### Metal 1

Supply wires on this layer in grey.
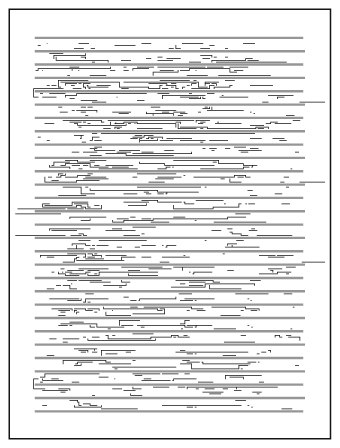
### Metal 2

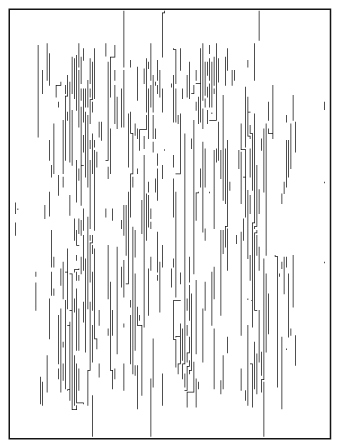
### M3 wires

Bar = 20 um. Cells faint in the background.
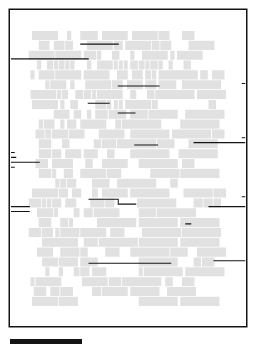
### Clock wiring as the flow saved it

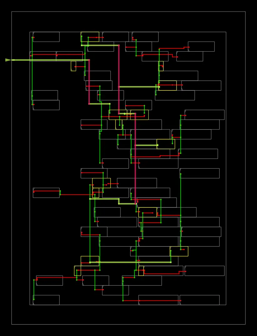
### Gate families picked out

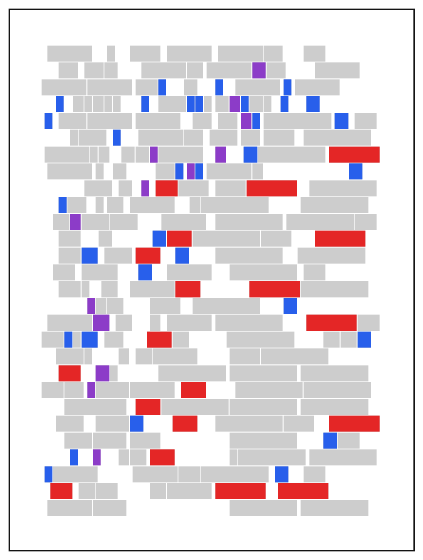
===== config.mk =====
export PLATFORM = sky130hd
export DESIGN_NAME = pixel_word_packer
export DESIGN_NICKNAME = d
export VERILOG_FILES = /design/src/rtl/pixel_word_packer.sv
export SDC_FILE = /design/constraint.sdc
export NUM_CORES = 1
export LEC_CHECK = 0
export CAP_MARGIN = 5
export CORE_ASPECT_RATIO = 1.4
export CORE_MARGIN = 5
export CORE_UTILIZATION = 62
export DETAILED_ROUTE_END_ITERATION = 16
export PLACE_DENSITY_LB_ADDON = 0.1
export SETUP_SLACK_MARGIN = 0.4
export SKIP_CTS_REPAIR_TIMING = 1
export SYNTH_ARGS = -nofsm -noshare
export SYNTH_HDL_FRONTEND = slang
export SYNTH_SLANG_ARGS = --single-unit

===== constraint.sdc =====
create_clock -name Clock -period 4.5 [get_ports Clock]
set_input_delay 0.45 -clock Clock [delete_from_list [all_inputs] [get_ports Clock]]
set_output_delay 0.45 -clock Clock [all_outputs]
set_load 0.1 [all_outputs]

===== src/rtl/pixel_word_packer.sv =====
// Serial-to-parallel pixel packer. Bits arrive LSB first, completed (or
// flushed) words go into a small FIFO, and the FIFO head is handed to a
// downstream register once per tick period.
module pixel_word_packer #(
    parameter int NrOfBits   = 8,
    parameter int TickPeriod = 4,
    parameter int FifoDepth  = 4
) (
    input  logic                         Clock,
    input  logic                         Reset,
    input  logic                         BitIn,
    input  logic                         BitValid,
    output logic                         BitReady,
    input  logic                         Flush,
    output logic [NrOfBits-1:0]          D,
    output logic                         ClockEnable,
    output logic                         Tick,
    output logic [$clog2(FifoDepth):0]   Level
);

    localparam int PW = $clog2(FifoDepth);
    localparam int LW = PW + 1;
    localparam int CW = (NrOfBits > 1) ? $clog2(NrOfBits) : 1;

    localparam logic [CW-1:0] LAST_BIT  = CW'(NrOfBits - 1);
    localparam logic [LW-1:0] FULL_LVL  = LW'(FifoDepth);
    localparam logic [7:0]    LAST_TICK = 8'(TickPeriod - 1);

    logic [NrOfBits-1:0] mem [FifoDepth];
    logic [PW-1:0]       rd_ptr;
    logic [PW-1:0]       wr_ptr;
    logic [LW-1:0]       level;
    logic [CW-1:0]       bit_cnt;
    logic [NrOfBits-1:0] shift;
    logic [7:0]          tick_cnt;

    logic                full;
    logic                accept;
    logic                complete;
    logic                have_bits;
    logic                push;
    logic                pop;
    logic                tick_raw;
    logic [NrOfBits-1:0] word;

    // Handshake, push/pop decisions and the word as it looks after this cycle's bit.
    // Outputs are gated by Reset so they read idle values while reset is held.
    always_comb begin
        full      = (level == FULL_LVL);
        // Only stall when the incoming bit would complete a word with nowhere to go.
        BitReady  = !Reset || !(full && bit_cnt == LAST_BIT);
        accept    = BitValid && BitReady;
        word      = shift;
        if (accept) word[bit_cnt] = BitIn;
        complete  = accept && (bit_cnt == LAST_BIT);
        // Flush considers the bit accepted this cycle, so a coinciding bit is
        // included and a completing bit yields a single push.
        have_bits = (bit_cnt != '0) || accept;
        push      = complete || (Flush && !full && have_bits);
        tick_raw  = (tick_cnt == LAST_TICK);
        pop       = Reset && tick_raw && (level != '0);
        Tick        = Reset ? tick_raw : (TickPeriod == 1);
        ClockEnable = pop;
        D           = (Reset && level != '0) ? mem[rd_ptr] : '0;
        Level       = level;
    end

    // Control state: tick counter, bit assembly, FIFO pointers and occupancy.
    always_ff @(posedge Clock) begin
        if (!Reset) begin
            tick_cnt <= '0;
            bit_cnt  <= '0;
            shift    <= '0;
            rd_ptr   <= '0;
            wr_ptr   <= '0;
            level    <= '0;
        end else begin
            tick_cnt <= tick_raw ? 8'd0 : tick_cnt + 8'd1;
            if (push) begin
                // Shift register restarts at zero so flushed words are zero-padded.
                wr_ptr  <= wr_ptr + 1'b1;
                shift   <= '0;
                bit_cnt <= '0;
            end else if (accept) begin
                shift   <= word;
                bit_cnt <= bit_cnt + 1'b1;
            end
            if (pop) rd_ptr <= rd_ptr + 1'b1;
            case ({push, pop})
                2'b10:   level <= level + 1'b1;
                2'b01:   level <= level - 1'b1;
                default: level <= level;
            endcase
        end
    end

    // Word storage; contents are don't-care until written, so no reset.
    always_ff @(posedge Clock) begin
        if (Reset && push) mem[wr_ptr] <= word;
    end

endmodule


==> impl_results.html <==
<h3>Flow metrics</h3>
<table>
<tr><th>Metric</th><th>Value</th></tr>
<tr><th colspan="2">Status</th></tr>
<tr><td>Result of the run</td><td>finished, final reports clean</td></tr>
<tr><th colspan="2">Synth</th></tr>
<tr><td>Yosys cell count</td><td>between 150 and 200</td></tr>
<tr><td>Share of synthesized cell area in and, or, nand and nor gates</td><td>between 10% and 20%</td></tr>
<tr><td>Synthesized instance count</td><td>196</td></tr>
<tr><td>Top logic family</td><td>simple AND/OR/NAND/NOR gates</td></tr>
<tr><td>Top cell area share</td><td>around 36%</td></tr>
<tr><td>#FFs+latches synth</td><td>about 60</td></tr>
<tr><td>Area fraction in compound gates after synthesis</td><td>roughly 6.7%</td></tr>
<tr><td>Xor+xnor area frac</td><td>roughly 3.6%</td></tr>
<tr><td>Most frequently used flop master after synthesis</td><td>sky130_fd_sc_hd__edfxtp_1</td></tr>
<tr><td>Cell area after synthesis</td><td>about 0.0026 mm^2</td></tr>
<tr><td>Average instance area after synthesis</td><td>around 13 um^2</td></tr>
<tr><td>Sequential element share of the synthesized area</td><td>between 50% and 60%</td></tr>
<tr><td>Post-synth mux share</td><td>between 10% and 20%</td></tr>
<tr><td>Synthesized net count</td><td>between 200 and 250</td></tr>
<tr><th colspan="2">Global route</th></tr>
<tr><td>M1 GR Usage</td><td>roughly 21%</td></tr>
<tr><td>Global-route total usage across every layer</td><td>18.8%</td></tr>
<tr><td>Busiest metal layer after global routing</td><td>met2</td></tr>
<tr><td>Vias in the first global route</td><td>between 1500 and 2000</td></tr>
<tr><td>GRT met2 Usage</td><td>33.5%</td></tr>
<tr><td>Largest net degree at the start of global routing</td><td>13</td></tr>
<tr><td>Wire length of the first global-routing pass</td><td>7960 um</td></tr>
<tr><td>Met3 Use GR</td><td>approximately 5.4%</td></tr>
<tr><th colspan="2">Setup path</th></tr>
<tr><td>Reg-to-Reg End</td><td>Level[2]</td></tr>
<tr><td>Startpoint of the worst-slack reg-to-reg timing path</td><td>bit_cnt[0]</td></tr>
<tr><td>CP Depth</td><td>5</td></tr>
<tr><td>Register-to-register path setup slack</td><td>approximately 1.6 ns</td></tr>
<tr><td>Maximum cell stage delay along the critical path</td><td>roughly 1.2 ns</td></tr>
<tr><td>Family of cells with the greatest summed delay on the critical path</td><td>buffers and inverters</td></tr>
<tr><td>Cell occurring most often along the worst timing path</td><td>sky130_fd_sc_hd__clkdlybuf4s50_1</td></tr>
<tr><td>Kind of end point of the critical path</td><td>output pin</td></tr>
<tr><td>Buf/Inv on CP</td><td>3</td></tr>
<tr><td>Type of the worst setup path</td><td>input port to output pin</td></tr>
<tr><th colspan="2">Layout</th></tr>
<tr><td>Fraction of standard cell area in multi-input logic</td><td>34.8%</td></tr>
<tr><td>Fin util</td><td>between 70% and 80%</td></tr>
<tr><td>Share of layout cells above drive strength 1</td><td>16.9%</td></tr>
<tr><td>Multi-input logic area</td><td>~0.0010 mm^2</td></tr>
<tr><td>Final layout net count</td><td>approximately 240</td></tr>
<tr><td>Leading cell types in the layout, fill and taps excluded</td><td>sky130_fd_sc_hd__edfxtp_1, sky130_fd_sc_hd__dfxtp_1, sky130_fd_sc_hd__nor2_1, sky130_fd_sc_hd__clkdlybuf4s50_1</td></tr>
<tr><td>Multi-input combinational gate total</td><td>roughly 120</td></tr>
<tr><td>Diodes inserted</td><td>0</td></tr>
<tr><td>Register fraction of the total cell area</td><td>roughly half</td></tr>
<tr><td>Leading cell type in the layout, fill and taps excluded</td><td>sky130_fd_sc_hd__edfxtp_1</td></tr>
<tr><td>Flop area</td><td>about 0.0015 mm^2</td></tr>
<tr><td>Clk cell area share</td><td>under 10%</td></tr>
<tr><td>Fill cells</td><td>a little under 300</td></tr>
<tr><td>Synth-to-Final Area Change</td><td>13.6%</td></tr>
<tr><td>Signal buffers share of area</td><td>between 6 and 7%</td></tr>
<tr><th colspan="2">Timing</th></tr>
<tr><td>Least setup slack across all paths after layout</td><td>~1.2 ns</td></tr>
<tr><td>Sum of negative setup slack</td><td>0 ns</td></tr>
<tr><td>Final critical-path required period</td><td>between 3 and 4 ns</td></tr>
<tr><td>Max Freq</td><td>between 300 and 400 MHz</td></tr>
<tr><th colspan="2">Detailed routing</th></tr>
<tr><td>Remaining design rule violation count</td><td>0</td></tr>
<tr><td>Overall via count from detail_route</td><td>~1600</td></tr>
<tr><td>ANT nets after route</td><td>0</td></tr>
<tr><td>DR iter-0 viols</td><td>between 70 and 80</td></tr>
<tr><td>DRT Pass-1 Iters</td><td>4</td></tr>
<tr><td>Length of routed met2 wiring</td><td>approximately 2500 um</td></tr>
<tr><th colspan="2">Clocking</th></tr>
<tr><td>Clock tree buffer depth</td><td>2</td></tr>
<tr><td>Root Buffer</td><td>sky130_fd_sc_hd__clkbuf_8</td></tr>
<tr><td>TritonCTS clock tree</td><td>done</td></tr>
<tr><td>Clock slew seen by the registers of the worst setup and hold paths</td><td>0.06 ns</td></tr>
<tr><td>Number of clock buffers inserted by TritonCTS</td><td>9</td></tr>
<tr><th colspan="2">Power</th></tr>
<tr><td>Sw Pwr</td><td>0.282 mW</td></tr>
<tr><td>Switching share of total power</td><td>between 20% and 30%</td></tr>
<tr><td>Top pwr grp</td><td>sequential cells</td></tr>
<tr><td>Share of power burned in combinational logic</td><td>between 10% and 20%</td></tr>
<tr><th colspan="2">Floorplan</th></tr>
<tr><td>Floorplan-stage core utilization</td><td>63.4%</td></tr>
<tr><td>Floorplan die width</td><td>about 65 um</td></tr>
<tr><th colspan="2">Placement</th></tr>
<tr><td>Input/output buffers</td><td>18</td></tr>
<tr><td>Instance count after placement with tap cells included</td><td>between 200 and 300</td></tr>
<tr><td>HPWL Detailed</td><td>approximately 3400 um</td></tr>
<tr><td>Setup slack at placement</td><td>1.10 ns</td></tr>
<tr><th colspan="2">Flow run</th></tr>
<tr><td>Log Warnings</td><td>30</td></tr>
</table>
About 'Metal 1':
wire length on this layer	1900 um
main direction	horizontal
nets with wire on the layer	218

About 'Metal 2':
nets with wire on the layer	213
share of all routed wire	54%
main direction	vertical

About 'M3 wires':
longest straight run	22.5 um
main direction	horizontal
wire length on this layer	152 um
share of all routed wire	3.3%

About 'Clock wiring as the flow saved it':
number of clock sinks: 60
number of sequential cells in the layout: 60
number of clock buffers in the layout: 12
Clock net power: 0.376 mW

About 'Gate families picked out':
family	colour	cells	most used
mux cells	red	19	mux4_2
nand cells	purple	13	nand2_1
nor cells	blue	32	nor2_1

Power figures rest on the tool's default switching activity, not on a simulated workload.
